`src/rtl/dlx_load_store_unit_if.sv`:
```
// Data-memory bus between the load/store unit (master) and data memory (slave).
// req/ack handshake; address, enables and write data are held while req is high.
interface dlx_load_store_unit_if #(
  parameter int DATA_WIDTH      = 32,
  parameter int DATA_ADDR_WIDTH = 32
);
  localparam int NB = DATA_WIDTH / 8;

  logic                       data_req_out;
  logic                       data_we_out;
  logic [DATA_ADDR_WIDTH-1:0] data_addr_out;
  logic [NB-1:0]              data_be_out;
  logic [DATA_WIDTH-1:0]      data_write_out;
  logic [DATA_WIDTH-1:0]      data_read_in;
  logic                       data_ack_in;

  modport master (
    output data_req_out, data_we_out, data_addr_out, data_be_out, data_write_out,
    input  data_read_in, data_ack_in
  );

  modport slave (
    input  data_req_out, data_we_out, data_addr_out, data_be_out, data_write_out,
    output data_read_in, data_ack_in
  );
endinterface

```
`src/rtl/dlx_load_store_unit.sv`:
```
// MEM-stage load/store unit: sized, byte-enabled accesses over a req/ack bus,
// with stall generation, misalignment detection and a request timeout.
module dlx_load_store_unit #(
  parameter int DATA_WIDTH      = 32,
  parameter int DATA_ADDR_WIDTH = 32,
  parameter int REG_ADDR_WIDTH  = 5,
  parameter int TIMEOUT_CYCLES  = 255
) (
  input  logic                       clk,
  input  logic                       rst_n,
  input  logic                       ex_mem_valid_in,
  input  logic                       ex_mem_rd_en_in,
  input  logic                       ex_mem_wr_en_in,
  input  logic [1:0]                 ex_mem_size_in,
  input  logic                       ex_mem_signed_in,
  input  logic [DATA_ADDR_WIDTH-1:0] ex_mem_addr_in,
  input  logic [DATA_WIDTH-1:0]      ex_mem_wr_data_in,
  input  logic [REG_ADDR_WIDTH-1:0]  ex_mem_reg_wr_addr_in,
  input  logic                       flush_in,
  output logic                       stall_out,
  output logic                       load_valid_out,
  output logic [DATA_WIDTH-1:0]      load_data_out,
  output logic [REG_ADDR_WIDTH-1:0]  load_reg_addr_out,
  output logic                       err_out,
  dlx_load_store_unit_if.master      mem
);
  localparam int NB = DATA_WIDTH / 8;
  localparam int OW = $clog2(NB);
  localparam int CW = $clog2(TIMEOUT_CYCLES + 2);

  localparam logic [1:0] IDLE = 2'd0;
  localparam logic [1:0] REQ  = 2'd1;
  localparam logic [1:0] RESP = 2'd2;

  logic [1:0]                 state_q, state_d;
  logic [CW-1:0]              cnt_q, cnt_d;
  logic                       is_load_q, is_load_d;
  logic [1:0]                 size_q, size_d;
  logic                       sgn_q, sgn_d;
  logic [OW-1:0]              off_q, off_d;
  logic                       err_q, err_d;
  logic [REG_ADDR_WIDTH-1:0]  reg_q, reg_d;
  logic [DATA_WIDTH-1:0]      ldata_q, ldata_d;
  logic                       req_q, req_d;
  logic                       we_q, we_d;
  logic [DATA_ADDR_WIDTH-1:0] addr_q, addr_d;
  logic [NB-1:0]              be_q, be_d;
  logic [DATA_WIDTH-1:0]      wdata_q, wdata_d;

  logic                  access, bad;
  logic [OW-1:0]         off_in;
  logic [NB-1:0]         be_c;
  logic [DATA_WIDTH-1:0] repl_c, rsh, mask, ext;
  logic                  sbit;

  assign access = ex_mem_valid_in & (ex_mem_rd_en_in | ex_mem_wr_en_in) & ~flush_in;
  assign off_in = ex_mem_addr_in[OW-1:0];

  // Decode of the incoming access: alignment, byte enables, lane replication.
  always_comb begin
    be_c   = '1;
    repl_c = ex_mem_wr_data_in;
    bad    = 1'b0;
    case (ex_mem_size_in)
      2'b00: begin
        be_c   = NB'(1) << off_in;
        repl_c = {(DATA_WIDTH/8){ex_mem_wr_data_in[7:0]}};
      end
      2'b01: begin
        be_c   = NB'(3) << off_in;
        repl_c = {(DATA_WIDTH/16){ex_mem_wr_data_in[15:0]}};
        bad    = ex_mem_addr_in[0];
      end
      2'b10: begin
        be_c   = NB'(4'hF) << off_in;
        repl_c = {(DATA_WIDTH/32){ex_mem_wr_data_in[31:0]}};
        bad    = |ex_mem_addr_in[1:0];
      end
      default: bad = (DATA_WIDTH == 32) || (|ex_mem_addr_in[2:0]);
    endcase
  end

  // Load extraction: shift the addressed lanes down, then extend above the mask.
  always_comb begin
    rsh  = mem.data_read_in >> {off_q, 3'b000};
    mask = '1;
    sbit = 1'b0;
    case (size_q)
      2'b00:   begin mask = DATA_WIDTH'(8'hFF);         sbit = rsh[7];  end
      2'b01:   begin mask = DATA_WIDTH'(16'hFFFF);      sbit = rsh[15]; end
      2'b10:   begin mask = DATA_WIDTH'(32'hFFFF_FFFF); sbit = rsh[31]; end
      default: ;
    endcase
    ext = (rsh & mask) | ({DATA_WIDTH{sgn_q & sbit}} & ~mask);
  end

  always_comb begin
    state_d   = state_q;
    cnt_d     = cnt_q;
    is_load_d = is_load_q;
    size_d    = size_q;
    sgn_d     = sgn_q;
    off_d     = off_q;
    err_d     = err_q;
    reg_d     = reg_q;
    ldata_d   = ldata_q;
    req_d     = req_q;
    we_d      = we_q;
    addr_d    = addr_q;
    be_d      = be_q;
    wdata_d   = wdata_q;
    case (state_q)
      IDLE: if (access) begin
        is_load_d = ex_mem_rd_en_in;
        size_d    = ex_mem_size_in;
        sgn_d     = ex_mem_signed_in;
        off_d     = off_in;
        reg_d     = ex_mem_reg_wr_addr_in;
        err_d     = bad;
        ldata_d   = '0;
        cnt_d     = '0;
        state_d   = bad ? RESP : REQ;
        if (!bad) begin
          req_d   = 1'b1;
          we_d    = ex_mem_wr_en_in;
          addr_d  = {ex_mem_addr_in[DATA_ADDR_WIDTH-1:OW], {OW{1'b0}}};
          be_d    = ex_mem_wr_en_in ? be_c : '0;
          wdata_d = ex_mem_wr_en_in ? repl_c : '0;
        end
      end
      REQ: begin
        if (mem.data_ack_in) begin
          ldata_d = is_load_q ? ext : '0;
          state_d = RESP;
        end else if ((TIMEOUT_CYCLES != 0) && (cnt_q == CW'(TIMEOUT_CYCLES))) begin
          err_d   = 1'b1;
          state_d = RESP;
        end else begin
          cnt_d = cnt_q + 1'b1;
        end
        if (state_d == RESP) begin
          req_d   = 1'b0;
          we_d    = 1'b0;
          addr_d  = '0;
          be_d    = '0;
          wdata_d = '0;
        end
      end
      default: begin
        state_d = IDLE;
        err_d   = 1'b0;
        ldata_d = '0;
        cnt_d   = '0;
      end
    endcase
  end

  always_ff @(posedge clk or negedge rst_n) begin
    if (!rst_n) begin
      state_q   <= IDLE;
      cnt_q     <= '0;
      is_load_q <= 1'b0;
      size_q    <= '0;
      sgn_q     <= 1'b0;
      off_q     <= '0;
      err_q     <= 1'b0;
      reg_q     <= '0;
      ldata_q   <= '0;
      req_q     <= 1'b0;
      we_q      <= 1'b0;
      addr_q    <= '0;
      be_q      <= '0;
      wdata_q   <= '0;
    end else begin
      state_q   <= state_d;
      cnt_q     <= cnt_d;
      is_load_q <= is_load_d;
      size_q    <= size_d;
      sgn_q     <= sgn_d;
      off_q     <= off_d;
      err_q     <= err_d;
      reg_q     <= reg_d;
      ldata_q   <= ldata_d;
      req_q     <= req_d;
      we_q      <= we_d;
      addr_q    <= addr_d;
      be_q      <= be_d;
      wdata_q   <= wdata_d;
    end
  end

  // rst_n gating keeps stall low while reset is held, even with a valid access.
  assign stall_out         = rst_n & (((state_q == IDLE) & access) | (state_q == REQ));
  assign load_valid_out    = (state_q == RESP) & is_load_q;
  assign load_data_out     = ldata_q;
  assign load_reg_addr_out = load_valid_out ? reg_q : '0;
  assign err_out           = (state_q == RESP) & err_q;

  assign mem.data_req_out   = req_q;
  assign mem.data_we_out    = we_q;
  assign mem.data_addr_out  = addr_q;
  assign mem.data_be_out    = be_q;
  assign mem.data_write_out = wdata_q;
endmodule

```
`src/flat_wrapper.sv`:
```
// flat-port wrapper written by rule: the top's interface ports become plain ports
module dlx_load_store_unit_flat 
#(
  parameter int DATA_WIDTH      = 32,
  parameter int DATA_ADDR_WIDTH = 32,
  parameter int REG_ADDR_WIDTH  = 5,
  parameter int TIMEOUT_CYCLES  = 255
)
  (clk, rst_n, ex_mem_valid_in, ex_mem_rd_en_in, ex_mem_wr_en_in, ex_mem_size_in, ex_mem_signed_in, ex_mem_addr_in, ex_mem_wr_data_in, ex_mem_reg_wr_addr_in, flush_in, stall_out, load_valid_out, load_data_out, load_reg_addr_out, err_out, mem_data_req_out, mem_data_we_out, mem_data_addr_out, mem_data_be_out, mem_data_write_out, mem_data_read_in, mem_data_ack_in);
  dlx_load_store_unit_if #(.DATA_WIDTH(DATA_WIDTH), .DATA_ADDR_WIDTH(DATA_ADDR_WIDTH)) mem_i ();
  input  logic clk;
  input  logic rst_n;
  input  logic ex_mem_valid_in;
  input  logic ex_mem_rd_en_in;
  input  logic ex_mem_wr_en_in;
  input  logic [1:0] ex_mem_size_in;
  input  logic ex_mem_signed_in;
  input  logic [DATA_ADDR_WIDTH-1:0] ex_mem_addr_in;
  input  logic [DATA_WIDTH-1:0] ex_mem_wr_data_in;
  input  logic [REG_ADDR_WIDTH-1:0] ex_mem_reg_wr_addr_in;
  input  logic flush_in;
  output logic stall_out;
  output logic load_valid_out;
  output logic [DATA_WIDTH-1:0] load_data_out;
  output logic [REG_ADDR_WIDTH-1:0] load_reg_addr_out;
  output logic err_out;
  output wire logic [$bits(mem_i.data_req_out)-1:0] mem_data_req_out;
  output wire logic [$bits(mem_i.data_we_out)-1:0] mem_data_we_out;
  output wire logic [$bits(mem_i.data_addr_out)-1:0] mem_data_addr_out;
  output wire logic [$bits(mem_i.data_be_out)-1:0] mem_data_be_out;
  output wire logic [$bits(mem_i.data_write_out)-1:0] mem_data_write_out;
  input wire logic [$bits(mem_i.data_read_in)-1:0] mem_data_read_in;
  input wire logic [$bits(mem_i.data_ack_in)-1:0] mem_data_ack_in;
  assign mem_data_req_out = mem_i.data_req_out;
  assign mem_data_we_out = mem_i.data_we_out;
  assign mem_data_addr_out = mem_i.data_addr_out;
  assign mem_data_be_out = mem_i.data_be_out;
  assign mem_data_write_out = mem_i.data_write_out;
  assign mem_i.data_read_in = mem_data_read_in;
  assign mem_i.data_ack_in = mem_data_ack_in;
  dlx_load_store_unit #(.DATA_WIDTH(DATA_WIDTH), .DATA_ADDR_WIDTH(DATA_ADDR_WIDTH), .REG_ADDR_WIDTH(REG_ADDR_WIDTH), .TIMEOUT_CYCLES(TIMEOUT_CYCLES)) u_core (.clk(clk), .rst_n(rst_n), .ex_mem_valid_in(ex_mem_valid_in), .ex_mem_rd_en_in(ex_mem_rd_en_in), .ex_mem_wr_en_in(ex_mem_wr_en_in), .ex_mem_size_in(ex_mem_size_in), .ex_mem_signed_in(ex_mem_signed_in), .ex_mem_addr_in(ex_mem_addr_in), .ex_mem_wr_data_in(ex_mem_wr_data_in), .ex_mem_reg_wr_addr_in(ex_mem_reg_wr_addr_in), .flush_in(flush_in), .stall_out(stall_out), .load_valid_out(load_valid_out), .load_data_out(load_data_out), .load_reg_addr_out(load_reg_addr_out), .err_out(err_out), .mem(mem_i));
endmodule
```
`config.mk`:
```
export PLATFORM = sky130hd
export DESIGN_NAME = dlx_load_store_unit_flat
export DESIGN_NICKNAME = d
export VERILOG_FILES = /design/src/rtl/dlx_load_store_unit_if.sv /design/src/rtl/dlx_load_store_unit.sv /design/src/flat_wrapper.sv
export SDC_FILE = /design/constraint.sdc
export NUM_CORES = 1
export LEC_CHECK = 0
export CAP_MARGIN = 20
export CORE_AREA = 4 4 128 130
export CTS_CLUSTER_DIAMETER = 40
export DETAILED_ROUTE_END_ITERATION = 6
export DIE_AREA = 0 0 132 134
export GPL_TIMING_DRIVEN = 0
export PLACE_DENSITY = 0.87
export SYNTH_ARGS = -nofsm -noshare
export SYNTH_HDL_FRONTEND = slang
export SYNTH_SLANG_ARGS = --single-unit
export TNS_END_PERCENT = 1
```
`constraint.sdc`:
```
create_clock -name clk -period 2.1 [get_ports clk]
set_input_delay 0.42 -clock clk [delete_from_list [all_inputs] [get_ports clk]]
set_output_delay 0.42 -clock clk [all_outputs]
set_load 0.02 [all_outputs]
```
Fig. 1: run 1, cell area per tile
13 x 13 tiles, from white (low) to dark blue (high), 0 to 100% covered.
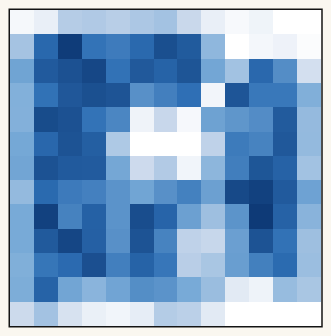
tiles over 75% full: 28%
fullest tile: 96%
nearly empty tiles: 6.5%
mean over tiles: 52%
final standard cell utilization of the core: 62.43%
initial core utilization: 40.93%
core area: 0.01515 mm²

Fig. 2: run 1, register map, names as in the netlist
Bar = 50 µm. Other sequential cells in the stronger gray, the rest of the logic in the fainter gray.
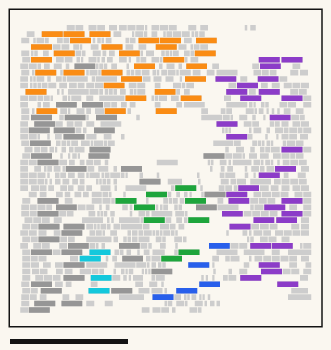
| name in the netlist | color | sequential cells |
|---|---|---|
| `u_core.mem.data_addr_out` | orange | 30 |
| `u_core.reg_q` | blue | 5 |
| `u_core.cnt_q` | green | 9 |
| `u_core.mem.data_be_out` | cyan | 4 |
| `u_core.load_data_out` | purple | 32 |
power in sequential cells: 0.00305 W
Seq/total area: 32.55%
footprint of the flip-flops and latches: 0.003078 mm²

==> results.py, run 1 <==
# Physical implementation metrics
metrics = {
    "cells_and_area": {
        "final_cell_count_no_fill": 1054,
    },
    "final_timing": {
        "finalHoldWorstSlack_ns": -0.01479,
        "hold_viol_final": 2,
        "rsz_0062_raised_after_global_routing": "yes",
        "worst_pin_slew_ns": 0.5704,
        "final.min_clock_period_ns": 2.087,
    },
    "drt": {
        "detail-route-antenna-nets": 0,
    },
    "setup_path": {
        "arrival_ns": 2.42,
        "end_kind": "flip-flop",
        "worst_setup_path_start_kind": "primary input",
    },
    "run_status": {
        "status": "finished, violations left",
        "failed_checks": "negative hold slack",
    },
    "placement": {
        "io_buffers": 216,
    },
    "power_and_ir_drop": {
        "power.density_mw_per_mm2": 930.9,
        "total_power_w": 0.008802,
    },
    "flow_run": {
        "drv.max_cap_violation_count": 0,
    },
    "clocking": {
        "tritoncts_clock_tree": "done",
        "htree_levels": 4,
    },
    "logic_synthesis": {
        "ys_sh_simple_pct": 15.22,
        "async_reset_ff_share_pct": 100.0,
    },
    "floorplan": {
        "dieWidth_um": 132,
        "design.portCount": 221,
    },
    "global_route": {
        "grt_pass1_vias": 6246,
        "grt_remaining_overflow": 0,
    },
}
Fig. 3: run 1, placement by cell class
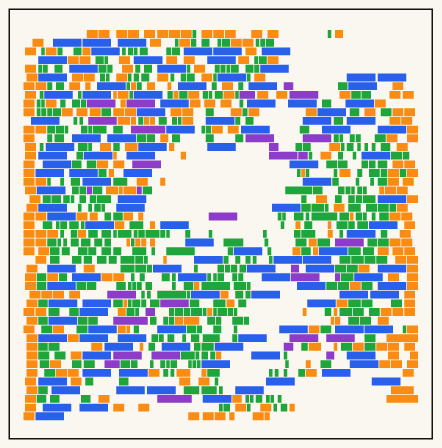
| class | color | cells | share of their area |
|---|---|---|---|
| combinational and other logic | green | 433 | 32% |
| sequential cells | blue | 123 | 33% |
| remaining buffers and delay cells | orange | 278 | 28% |
| clock drivers and dummy loads | purple | 32 | 6.7% |
final non-filler cell area: 0.009455 mm²
Core Rows: 45

## run 1: cell usage in the layout, fill, tap and decap left out, types with 16 or more instances in the layout
cell type / synthesis / layout
clkdlybuf4s50_1: 0 / 205
dfrtp_1: 123 / 123
nand2_1: 87 / 86
o211ai_1: 38 / 38
nor2_1: 28 / 27
a21oi_1: 23 / 23
o21ai_1: 1 / 19
o21ai_0: 37 / 19
a22o_1: 17 / 17
clkbuf_16: 0 / 17
mux2i_1: 16 / 16
a31o_1: 16 / 16
a221o_1: 16 / 16
## run 1: worst paths after layout
path / start / end / slack (ns) / cells past startpoint
max: flush_in / u_core.mem.data_write_out[16]$_DFFE_PN0P_ / 0.01 / 7
min: rst_n / u_core.load_data_out[16]$_DFFE_PN0P_ / -0.01 / 2
max reg2reg: u_core.cnt_q[0]$_DFFE_PN0P_ / u_core.cnt_q[7]$_DFFE_PN0P_ / 0.04 / 8
min reg2reg: u_core.reg_q[3]$_DFFE_PN0P_ / u_core.reg_q[3]$_DFFE_PN0P_ / 0.47 / 2
max in group asynchronous: rst_n / u_core.mem.data_addr_out[26]$_DFFE_PN0P_ / 1.25 / 3
min in group clk: ex_mem_addr_in[1] / u_core.off_q[1]$_DFFE_PN0P_ / 0.32 / 3
## run 1: metal layers
metal / wire length, µm / share of wire (%) / up-vias / global-route usage (%)
met4: 668 / 3.2 / 2 / 9.918
met5: 13 / 0.063 / - / 0
met3: 1955 / 9.5 / 51 / 8.065
li1: - / - / 2739 / -
met1: 8389 / 41 / 2853 / 28.31
met2: 9546 / 46 / 323 / 36.89
## run 1: synthesized netlist by cell type (all sizes together) (16+ instances only)
master	n	area (µm²)
buf	34	181.4
a31o	16	140.1
nor4	17	112.6
mux2i	16	160.2
o21ai	38	190.2
nand2	87	326.6
clkbuf	24	90.09
dfrtp	123	3078
nor2	29	111.4
o211ai	38	285.3
a221o	16	160.2
a22o	17	148.9
a21oi	23	115.1
## run 1: sequential cells by signal (all words and copies together), names as in the netlist
name                       count
u_core.cnt_q                   9
u_core.mem.data_be_out         4
u_core.sgn_q                   1
u_core.state_q                 2
u_core.off_q                   2
u_core.mem.data_write_out     32
u_core.mem.data_we_out         1
u_core.load_data_out          32
u_core.reg_q                   5
u_core.is_load_q               1
u_core.mem.data_req_out        1
u_core.size_q                  2
u_core.err_q                   1
u_core.mem.data_addr_out      30
## run 1: report_power, final
part	internal (W)	total, W	switching, W
clock network	0.00194	0.00307	0.00113
registers	0.00277	0.00305	0.000279
logic	0.00129	0.00269	0.00139
total	0.00600	0.00880	0.00280
## run 1: worst max-delay path: stages
cell and delay (ns):
clkdlybuf4s50_1 0.47, nand2b_4 0.18, nor4_2 0.41, clkbuf_4 0.34
nand3_1 0.13, clkbuf_1 0.28, o2bb2ai_1 0.19
## run 1: cell type report
class                   instances  area (µm²)
multi-input cells             425        2939
flip-flops and latches        123        3078
plain buffers                  58       336.6
clock inverters                13       163.9
repair buffers                220        2220
clock buffers                  19       452.9
inverters                       8       30.03
well taps                     188       235.2
fillers                      1186        5690
## run 1: repair_timing
action                                  CTS  global route
hold buffers                              2             0
setup buffers                             0             1
endpoints found under the setup margin   84            83
endpoints found under the hold margin    46             0
resized                                  46            59
pin swaps                                 2             2
Fig. 4: run 1, M3 wires
Bar = 50 µm.
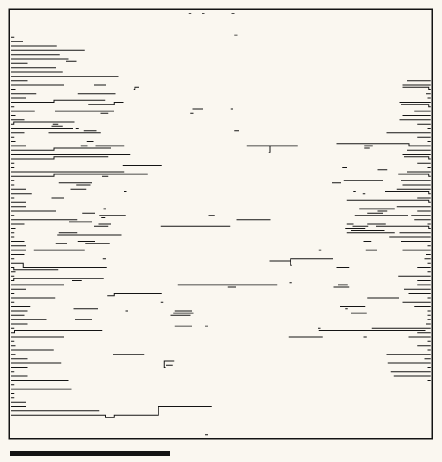

==> run 2: changes to the inputs <==
Settings changed: CORE_AREA 4 4 128 130 to 2 2 137 139, CTS_CLUSTER_SIZE from default to 40, DIE_AREA 0 0 132 134 to 0 0 139 141, PLACE_DENSITY 0.87 to 0.77.
Fig. 5: run 2, M3 wires
Bar = 50 µm.
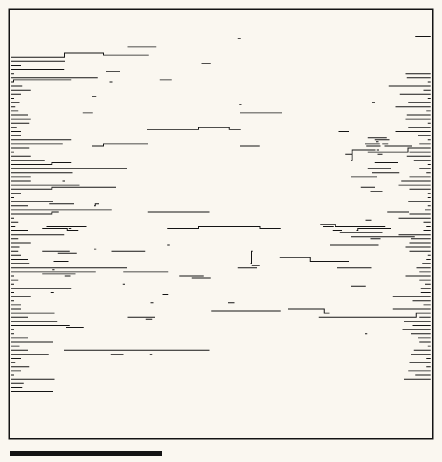
nets with wire on the layer: 205
main direction: horizontal
vias after detailed routing: 6039
met3 layer usage reported by global route: 6.793%
Post-Route WL: 21180 µm

Fig. 6: run 2, cell area per tile
14 x 14 tiles, from white (low) to dark blue (high), 0 to 100% covered.
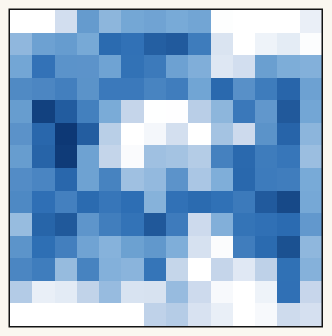
nearly empty tiles: 11%
tiles over 75% full: 14%
mean over tiles: 47%
fullest tile: 97%
core area: 0.01827 mm²
final standard cell utilization of the core: 52.08%
initial core utilization: 33.93%

==> results.py, run 2 <==
# Physical implementation metrics
metrics = {
    "run_status": {
        "status": "finished, final reports clean",
    },
    "placement": {
        "place_area_mm2": 0.008686,
        "io_buffers": 216,
    },
    "clocking": {
        "clock_sink_count": 123,
    },
    "floorplan": {
        "dieWidth_um": 139,
        "design.portCount": 221,
    },
    "setup_path": {
        "worst_path_largest_cell_delay_ns": 0.53,
        "arrival_ns": 1.64,
        "cp_cell_sequence": "clkdlybuf4s50_1 > nor2b_4 > nand2_2 > a21oi_1 > buf_4",
        "worst_setup_path_start_kind": "primary input",
        "timing.critical_path.slowest_stage_cell": "clkdlybuf4s50_1",
        "cpLargestDelayFamily": "buffers and inverters",
        "end_kind": "output pin",
    },
    "power_and_ir_drop": {
        "total_power_w": 0.008728,
        "power.density_mw_per_mm2": 917.4,
    },
    "logic_synthesis": {
        "synth_top_cell_by_area": "dfrtp_1",
        "synth.cells.most_frequent": "dfrtp_1 (123), nand2_1 (87), o211ai_1 (38)",
        "yosys-top-cells-area": "dfrtp_1 (50%), nand2_1 (5.3%), o211ai_1 (4.6%)",
        "async_reset_ff_share_pct": 100.0,
        "synth.top_cell.area_share_pct": 49.66,
        "synth.most_common_cell": "dfrtp_1",
    },
    "global_route": {
        "grt_remaining_overflow": 0,
        "grt_pass1_vias": 6051,
    },
    "final_timing": {
        "rsz_0062_raised_after_global_routing": "yes",
        "worst_pin_slew_ns": 0.5774,
        "final.min_clock_period_ns": 2.065,
    },
    "drt": {
        "drt-vias-per-instance": 5.475,
        "detail-route-antenna-nets": 0,
    },
    "cells_and_area": {
        "most-common-layout-cells": "clkdlybuf4s50_1 (205), dfrtp_1 (121), nand2_1 (86)",
        "most_frequent_logic_cell_in_the_layout": "clkdlybuf4s50_1",
        "postLayoutCellArea_mm2": 0.009514,
    },
    "flow_run": {
        "drv.max_cap_violation_count": 0,
    },
}
Fig. 7: run 2, placement by cell class
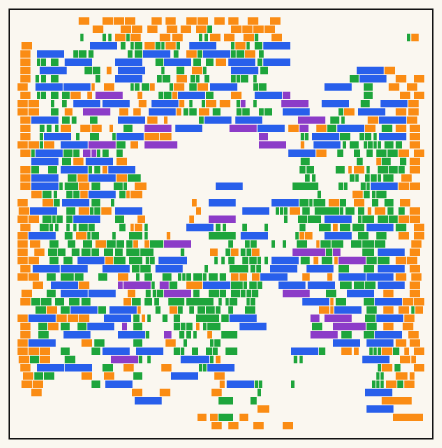
| class | color | cells | share of their area |
|---|---|---|---|
| clock drivers and dummy loads | purple | 32 | 6.5% |
| combinational and other logic | green | 433 | 32% |
| sequential cells | blue | 123 | 33% |
| remaining buffers and delay cells | orange | 281 | 28% |
Core Rows: 50
Seq/total area: 32.38%

run 2: cell counts after synthesis:
Identical to the previous run, type by type.
run 2: metrics by stage:
step / worst slack [ns] / util [%]
detailed placement: -0.8154 / 47.55
global route: -0.03386 / 52.08
floorplan: 0.06553 / -
finish: 0.03501 / 52.08
CTS: -0.02898 / 51.50
global placement: -4.495 / 47.39
run 2: worst paths after layout:
kind                                              from                                        to  slack [ns]  cells past startpoint
max                                    ex_mem_valid_in                                 stall_out        0.04                      5
min                                    mem_data_ack_in               u_core.cnt_q[0]$_DFFE_PN0P_        0.34                      2
max reg2reg                u_core.cnt_q[0]$_DFFE_PN0P_  u_core.mem.data_addr_out[16]$_DFFE_PN0P_        0.06                     10
min reg2reg                u_core.reg_q[4]$_DFFE_PN0P_               u_core.reg_q[4]$_DFFE_PN0P_        0.47                      2
max in group asynchronous                        rst_n  u_core.mem.data_addr_out[18]$_DFFE_PN0P_        1.08                      3
min in group asynchronous                        rst_n       u_core.mem.data_req_out$_DFFE_PN0P_        0.42                      2
run 2: cell families after synthesis:
| family | count (synthesis) |
|---|---|
| AOI/OAI and AO/OA | 197 |
| xor gates and xnor gates | 2 |
| adders and majority gates | 8 |
| buffers and inverters | 66 |
| DFF | 123 |
| muxes | 26 |
| other | 1 |
| and+or+nand+nor | 190 |
run 2: final cells by class:
| cell class | instances | area [µm²] |
|---|---|---|
| clock inverter | 15 | 175.2 |
| buffer | 57 | 342.8 |
| multi-input combinational | 425 | 2932 |
| tap | 234 | 292.8 |
| fill | 1668 | 8753 |
| sequential | 123 | 3080 |
| inverter | 8 | 30.03 |
| timing repair buffer | 224 | 2236 |
| clock buffer | 17 | 425.4 |
run 2: worst reg2reg max path, stage by stage, from the launching register on:
cell      delay [ns]
dfrtp_1         0.40
ha_4            0.17
nand3_4         0.10
nor2_4          0.17
ha_2            0.21
a21oi_1         0.07
or2_4           0.25
buf_6           0.15
clkbuf_4        0.19
o211ai_1        0.12
o21ai_1         0.11
run 2: per-layer routing:
metal  vias to the layer above  part of all wire, %  GRT usage (%)
li1                       2752                    -              -
met1                      2953                   42          27.06
met2                       292                   48          35.55
met3                        40                  8.6          6.793
met4                         2                  2.0          7.071
met5                         -                0.061              0
run 2: timing repair:
item,CTS,global route
gates resized,66,34
pin swaps,2,3
buffers inserted,0,5
endpoints found under the setup margin,86,74
hold endpoints to repair,46,0
hold buffers,2,0
run 2: where the power goes:
group / leakage (nW) / switching, W / internal, W
clock: 0.285 / 0.00113 / 0.00186
sequential: 1.64 / 0.000283 / 0.00277
combinational: 2.25 / 0.00138 / 0.00129
Fig. 8: run 2, placed standard cells
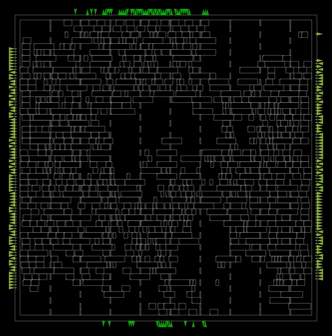

==> run 3: changes to the inputs <==
Settings changed: CORE_AREA 2 2 137 139 to 2 2 125 151, DIE_AREA 0 0 139 141 to 0 0 127 153, PLACE_DENSITY 0.77 to 0.78.
Fig. 9: run 3, placed standard cells
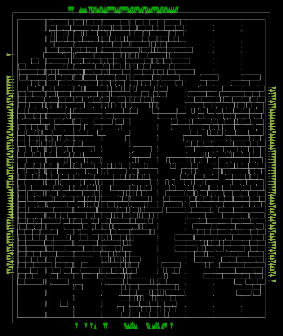
fillcell total: 1620
final standard cell utilization of the core: 53.01%
core area: 0.01797 mm²

Fig. 10: run 3, register map, names as in the netlist
Bar = 50 µm. Other sequential cells in the stronger gray, the rest of the logic in the fainter gray.
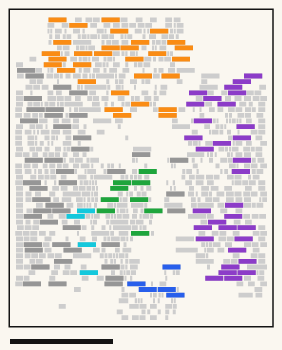
| name in the netlist | color | sequential cells |
|---|---|---|
| `u_core.cnt_q` | green | 9 |
| `u_core.reg_q` | blue | 5 |
| `u_core.mem.data_addr_out` | orange | 30 |
| `u_core.load_data_out` | purple | 32 |
| `u_core.mem.data_be_out` | cyan | 4 |
not colored: 43
Seq/total area: 32.31%
power in sequential cells: 0.00304 W

==> results.py, run 3 <==
# Physical implementation metrics
metrics = {
    "logic_synthesis": {
        "synth.most_common_cell": "dfrtp_1",
        "async_reset_ff_share_pct": 100.0,
        "yosys-top-cells-area": "dfrtp_1 (50%), nand2_1 (5.3%), o211ai_1 (4.6%)",
        "synth.cells.most_frequent": "dfrtp_1 (123), nand2_1 (87), o211ai_1 (38)",
    },
    "power_and_ir_drop": {
        "combinational_power_share_pct": 30.7,
        "power.switching_w": 0.002779,
        "power.share.sequential_pct": 34.6,
        "power.density_mw_per_mm2": 921.5,
        "cellInternalPower_w": 0.006001,
        "share_clk_of_total_power_pct": 34.7,
    },
    "setup_path": {
        "arrival_ns": 2.47,
        "end_kind": "flip-flop",
        "worst_setup_path_start_kind": "primary input",
        "timing.critical_path.fanout_max": 10,
    },
    "drt": {
        "drt-vias-per-instance": 5.481,
        "detail_route.wirelength_um": 20680,
        "detail-route-antenna-nets": 0,
    },
    "cells_and_area": {
        "most-common-layout-cells": "clkdlybuf4s50_1 (205), dfrtp_1 (123), nand2_1 (86)",
        "final_cell_count_no_fill": 1094,
    },
    "global_route": {
        "grt_remaining_overflow": 0,
        "grt_pass1_vias": 6034,
    },
    "floorplan": {
        "initial_core_util_pct": 34.49,
        "dieWidth_um": 127,
    },
    "clocking": {
        "tritoncts_clock_tree": "done",
        "clock_sink_count": 123,
        "htree_levels": 4,
    },
    "final_timing": {
        "setup-violations-final": 2,
        "rsz_0062_raised_after_global_routing": "yes",
        "final.min_clock_period_ns": 2.117,
        "worst_pin_slew_ns": 0.5713,
        "finalWorstSetupSlack_ns": -0.01723,
        "hold_viol_final": 0,
    },
    "placement": {
        "placement.setup.worst_slack_ns": -0.7547,
    },
    "run_status": {
        "status": "finished, violations left",
        "failed_checks": "negative setup slack",
    },
    "flow_run": {
        "drv.max_cap_violation_count": 0,
    },
}
Fig. 11: run 3, placement by cell class
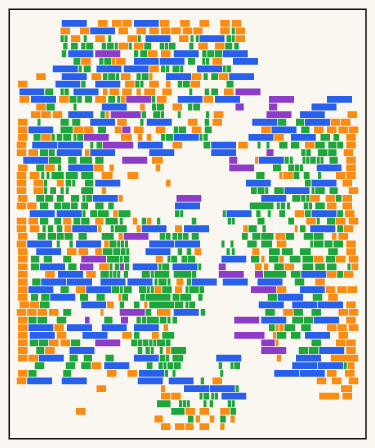
| class | color | cells | share of their area |
|---|---|---|---|
| combinational and other logic | green | 433 | 32% |
| remaining buffers and delay cells | orange | 282 | 28% |
| sequential cells | blue | 123 | 33% |
| clock drivers and dummy loads | purple | 32 | 6.7% |
Core Rows: 54
final non-filler cell area: 0.009527 mm²

==> run 3: what timing repair did <==
item,in CTS,in global routing
buffers inserted,0,5
resized,49,65
endpoints found under the setup margin,85,81
pin swaps,3,1
endpoints found under the hold margin,39,0
hold buffers,2,0
==> run 3: cells by family after synthesis <==
logic type / after synthesis / share of synthesized area (%)
adders and majority gates: 8 / 1.615
buffers and inverters: 66 / 4.865
xor gates and xnor gates: 2 / 0.2827
muxes: 26 / 4.582
and+or+nand+nor: 190 / 15.22
DFF: 123 / 49.66
AOI/OAI and AO/OA: 197 / 23.72
other: 1 / 0.06050
==> run 3: metrics by stage <==
stage / instance area [µm²] / hold WS, ns / util, %
after global placement: 8645 / 0.4512 / 48.10
final: 9527 / 0.3309 / 53.01
after CTS: 9385 / 0.3044 / 52.22
after detailed placement: 8673 / 0.3627 / 48.26
after floorplan: 6202 / 0.1244 / -
after global routing: 9527 / 0.3471 / 53.01
==> run 3: area by class of cell <==
class                   count  area, µm²
fillers                  1620       8446
flip-flops and latches    123       3078
multi-input cells         425       2949
repair buffers            224       2223
clock buffers              19      452.9
plain buffers              58      346.6
well taps                 224      280.3
clock inverters            13      166.4
inverters                   8      30.03
==> run 3: power groups by stage <==
stage	Combinational [W]	Clock, W	Sequential [W]
after floorplan	0.000950	0	0.00343
after global placement	0.00258	0	0.00306
after detailed placement	0.00262	0	0.00306
after CTS	0.00265	0.00312	0.00303
after global routing	0.00288	0.00323	0.00309
final	0.00269	0.00305	0.00304
==> run 3: worst max-delay path, stage by stage <==
cell and delay (ns):
clkdlybuf4s50_1 0.47, nand2b_4 0.18, or4_1 0.54, buf_2 0.20, buf_6 0.16, nor4_2 0.35, a31o_1 0.14
==> run 3: final timing paths <==
check | from | cells after the start | endpoint | slack (ns)
worst min register to register | u_core.reg_q[3]$_DFFE_PN0P_ | 2 | u_core.reg_q[3]$_DFFE_PN0P_ | 0.46
worst max register to register | u_core.cnt_q[0]$_DFFE_PN0P_ | 9 | u_core.mem.data_write_out[3]$_DFFE_PN0P_ | 0.01
worst min-delay path | mem_data_ack_in | 2 | u_core.cnt_q[1]$_DFFE_PN0P_ | 0.33
max in group asynchronous | rst_n | 3 | u_core.mem.data_write_out[11]$_DFFE_PN0P_ | 1.10
min in group asynchronous | rst_n | 3 | u_core.load_data_out[16]$_DFFE_PN0P_ | 0.56
worst max-delay path | flush_in | 7 | u_core.mem.data_write_out[10]$_DFFE_PN0P_ | -0.02
==> run 3: per-layer routing <==
metal / wire, µm / share of wire, % / GRT usage [%] / vias up
li1: - / - / - / 2752
met1: 8315 / 40 / 26.30 / 2889
met2: 9906 / 48 / 34.51 / 302
met3: 1705 / 8.2 / 5.600 / 53
met4: 757 / 3.7 / 9.785 / 0
met5: 0 / 0 / 0 / -
Power figures rest on the tool's default switching activity, not on a simulated workload.
